File: src/rtl/sm_mul_seq.sv
// sm_mul_seq: sequential shift-and-add multiplier for sign-magnitude operands.
//
// Accepts one operand pair per valid/ready handshake. It computes the product over W
// cycles and presents it until the downstream stage takes it.
//
// Ports:
//   clk        rising-edge clock
//   rst_n      asynchronous active-low reset
//   in_valid   operand pair on a_sm/b_sm is valid
//   in_ready   block can accept an operand pair (IDLE)
//   a_sm       operand A, bit W = sign, bits W-1:0 = magnitude
//   b_sm       operand B, same format
//   out_valid  prod_sm holds a finished product (DONE)
//   out_ready  downstream accepts the product
//   prod_sm    product, bit 2W = sign, bits 2W-1:0 = magnitude
//   busy       high while calculating or holding a result
module sm_mul_seq #(
    parameter int unsigned W = 4
) (
    input  logic         clk,
    input  logic         rst_n,
    input  logic         in_valid,
    output logic         in_ready,
    input  logic [W:0]   a_sm,
    input  logic [W:0]   b_sm,
    output logic         out_valid,
    input  logic         out_ready,
    output logic [2*W:0] prod_sm,
    output logic         busy
);

    localparam int unsigned CntW = (W > 1) ? $clog2(W) : 1;

    typedef enum logic [1:0] {StIdle, StCalc, StDone} state_e;

    state_e state_q, state_d;

    logic                sign_q;
    logic [2*W-1:0]      mcand_q;
    logic [W-1:0]        mplier_q;
    logic [2*W-1:0]      acc_q;
    logic [CntW-1:0]     cnt_q;
    logic [2*W:0]        prod_q;

    logic [2*W-1:0]      acc_next;
    logic                last_iter;

    assign acc_next  = mplier_q[0] ? (acc_q + mcand_q) : acc_q;
    assign last_iter = (state_q == StCalc) && (cnt_q == CntW'(W - 1));

    // State register
    always_ff @(posedge clk or negedge rst_n) begin
        if (!rst_n) begin
            state_q <= StIdle;
        end else begin
            state_q <= state_d;
        end
    end

    // Next-state logic
    always_comb begin
        state_d = state_q;
        case (state_q)
            StIdle: if (in_valid)  state_d = StCalc;
            StCalc: if (last_iter) state_d = StDone;
            StDone: if (out_ready) state_d = StIdle;
            default:               state_d = StIdle;
        endcase
    end

    // Handshake outputs decode only the state register
    always_comb begin
        in_ready  = (state_q == StIdle);
        out_valid = (state_q == StDone);
        busy      = (state_q == StCalc) || (state_q == StDone);
    end

    // Datapath
    always_ff @(posedge clk or negedge rst_n) begin
        if (!rst_n) begin
            sign_q   <= 1'b0;
            mcand_q  <= '0;
            mplier_q <= '0;
            acc_q    <= '0;
            cnt_q    <= '0;
            prod_q   <= '0;
        end else begin
            case (state_q)
                StIdle: begin
                    if (in_valid) begin
                        sign_q   <= a_sm[W] ^ b_sm[W];
                        mcand_q  <= {{W{1'b0}}, a_sm[W-1:0]};
                        mplier_q <= b_sm[W-1:0];
                        acc_q    <= '0;
                        cnt_q    <= '0;
                    end
                end
                StCalc: begin
                    acc_q    <= acc_next;
                    mcand_q  <= mcand_q << 1;
                    mplier_q <= mplier_q >> 1;
                    cnt_q    <= cnt_q + CntW'(1);
                    // Capture the final result so prod_sm is stable through DONE and after.
                    // A zero magnitude always reports +0.
                    if (last_iter) begin
                        prod_q <= {sign_q && (acc_next != '0), acc_next};
                    end
                end
                default: ;
            endcase
        end
    end

    assign prod_sm = prod_q;

endmodule

File: config.mk
export PLATFORM = sky130hd
export DESIGN_NAME = sm_mul_seq
export DESIGN_NICKNAME = d
export VERILOG_FILES = /design/src/rtl/sm_mul_seq.sv
export SDC_FILE = /design/constraint.sdc
export NUM_CORES = 1
export LEC_CHECK = 0
export CORE_MARGIN = 8
export CORE_UTILIZATION = 40
export CTS_BUF_LIST = sky130_fd_sc_hd__clkbuf_4
export DETAILED_ROUTE_END_ITERATION = 10
export GPL_ROUTABILITY_DRIVEN = 1
export SLEW_MARGIN = 25
export SYNTH_ARGS = -nofsm -noshare
export SYNTH_HDL_FRONTEND = slang
export SYNTH_SLANG_ARGS = --single-unit
export TNS_END_PERCENT = 50
File: constraint.sdc
create_clock -name clk -period 2.82 [get_ports clk]
set_input_delay 0.282 -clock clk [delete_from_list [all_inputs] [get_ports clk]]
set_output_delay 0.282 -clock clk [all_outputs]
set_load 0.02 [all_outputs]
Clock network drawn from the DEF:
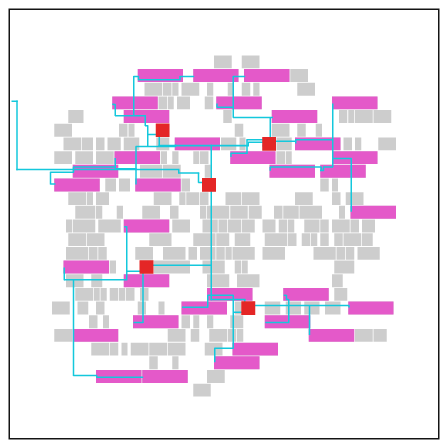
cells driving clock nets -> red  # count 5
clock wires -> cyan  # length 449 um
flip-flops -> magenta  # count 34
routed clock nets = 6
worst skew pair latency: 0.34 ns
Clock Skew: 0.009070 ns
P_clk: 0.266 mW

Where the registers sit:
Other sequential cells in the stronger grey, the rest of the logic in the fainter grey.
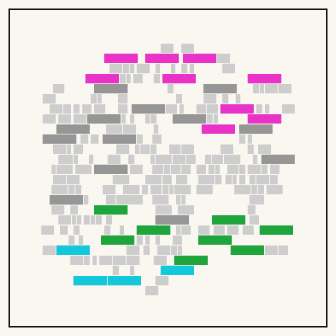
`mplier_q` -> cyan  # sequential cells 4
`mcand_q` -> green  # sequential cells 8
`prod_sm` -> magenta  # sequential cells 9
not coloured = 13
Power Sequential: 0.847 mW
utilization after layout: 48.99%
sequential cell area share: 37.26%
Sequential Area: 850.8 um2

Floorplan with the power grid:
Pins as bars on the die edge. Tap cells in grey.
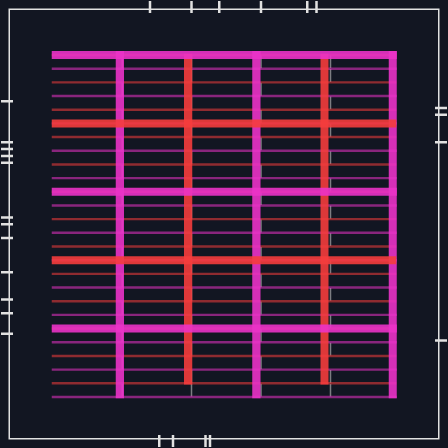
VDD -> red
VSS -> magenta
rows = 25
tap cells = 54
signal pins = 26
CORE AREA: 4661 um2
Die Y: 85.11 um
die width: 85.11 um
maximum VDD drop: 0.5850 mV

Placement by cell class:
Scale bar: 20 um.
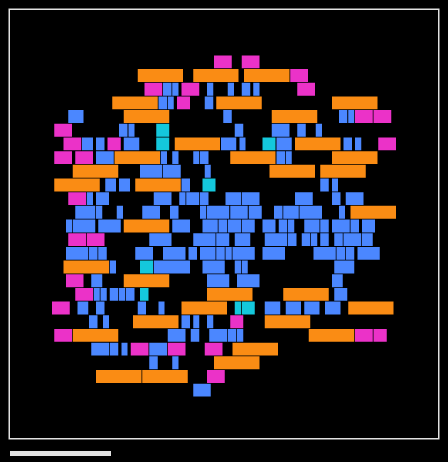
all other logic -> blue  # cells 150, share of their area 47%
clock drivers and dummy loads -> cyan  # cells 8, share of their area 2.4%
other buffers and delay cells -> magenta  # cells 29, share of their area 13%
flops -> orange  # cells 34, share of their area 38%
final instance area: 2283 um2
cell row count: 25

Track usage over the die:
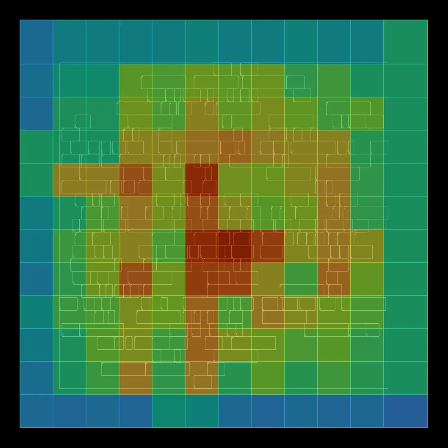
met2 usage: 19.74%
GR Util met3: 4.344%
wire per inst: 14.61 um
GR peak layer: met2
GRT Util Overall: 12.35%

==> results.json <==
{
  "grt_pass1_wl_um": 7272,
  "lay_top_count": "dfrtp_1",
  "syn_nets": 217,
  "routed_via_density": 5.469,
  "total_power_mw": 2.398,
  "worst-path-buf-inv": 0,
  "yosys_warnings": 0,
  "gp_congestion": 0.7864,
  "timing.rr.end": "prod_sm[8]",
  "syn_area_um2": 1911,
  "drv_cap": 0,
  "critPathRequiredTime_ns": 3.03,
  "critPathMaxFanout": 4,
  "clk_path_buf_depth": 2,
  "hold_viol": 0,
  "drt_pre_antenna_iters": 4,
  "start_kind": "flip-flop",
  "rsz0062_at_grt": "no",
  "powerDensity_nw_per_um2": 1050,
  "synthDistinctLibCells": 44,
  "fin_ws_ns": 0.6747,
  "root_buffer": "clkbuf_4",
  "end_kind": "flip-flop",
  "clk_pin_slew_worst_paths_ns": 0.11,
  "syn-mean-instance-area_um2": 10.00,
  "crit_type": "reg2reg",
  "postCtsSetupBuffers": 0,
  "ys_ff": 34,
  "antennaDiodeCount": 0,
  "yosys_cells": 191,
  "startpoint": "mcand_q[0]",
  "edf_count": 0,
  "yosys.area_share.xor_xnor_pct": 1.834,
  "status": "complete, no violations",
  "hold_path.class": "in2async",
  "path_delay_family": "adder cells",
  "cp_slowest_cell": "fa_1",
  "synth_seq_share_pct": 44.53,
  "grt_antenna_before_repair": 0,
  "worstRegToRegCells": 7,
  "pwr-share-comb_pct": 53.6,
  "sequentialPowerShare_pct": 35.3,
  "cts_made_buffers": 5,
  "wl_met1_um": 1845,
  "htree_levels": 2,
  "synthTopCellsByCount": "34 x dfrtp_1, 28 x nand2_1, 24 x o21ai_0",
  "p_leak_nw": 1.026,
  "switching_power_mw": 1.045,
  "port_buffers": 25,
  "synth_cells": 191,
  "hpwl_um": 3032,
  "wl_met2_um": 1873,
  "grt_max_degree": 35,
  "drt_iter0_drc": 87
}
==> state kept, by name, summed over array words and instances (netlist names) <==
signal / flops
cnt_q: 2
sign_q: 1
state_q: 2
mcand_q: 8
acc_q: 8
mplier_q: 4
prod_sm: 9
==> worst register-to-register path, cell delays in order, from the launching register on <==
cell	delay, ns
dfrtp_1	0.43
ha_1	0.26
fa_1	0.44
a211oi_1	0.24
o21ai_0	0.12
xor2_1	0.15
mux2i_1	0.23
a41oi_1	0.15
==> final cells by class <==
| class | count | share of cell area [%] |
|---|---|---|
| Inverter | 6 | 0.9863 |
| Tap cell | 54 | 2.959 |
| Multi-Input combinational cell | 144 | 44.16 |
| Clock inverter | 2 | 0.3836 |
| Clock buffer | 6 | 1.973 |
| Sequential cell | 34 | 37.26 |
| Timing Repair Buffer | 29 | 12.27 |
Power and IR drop assume default switching activity.
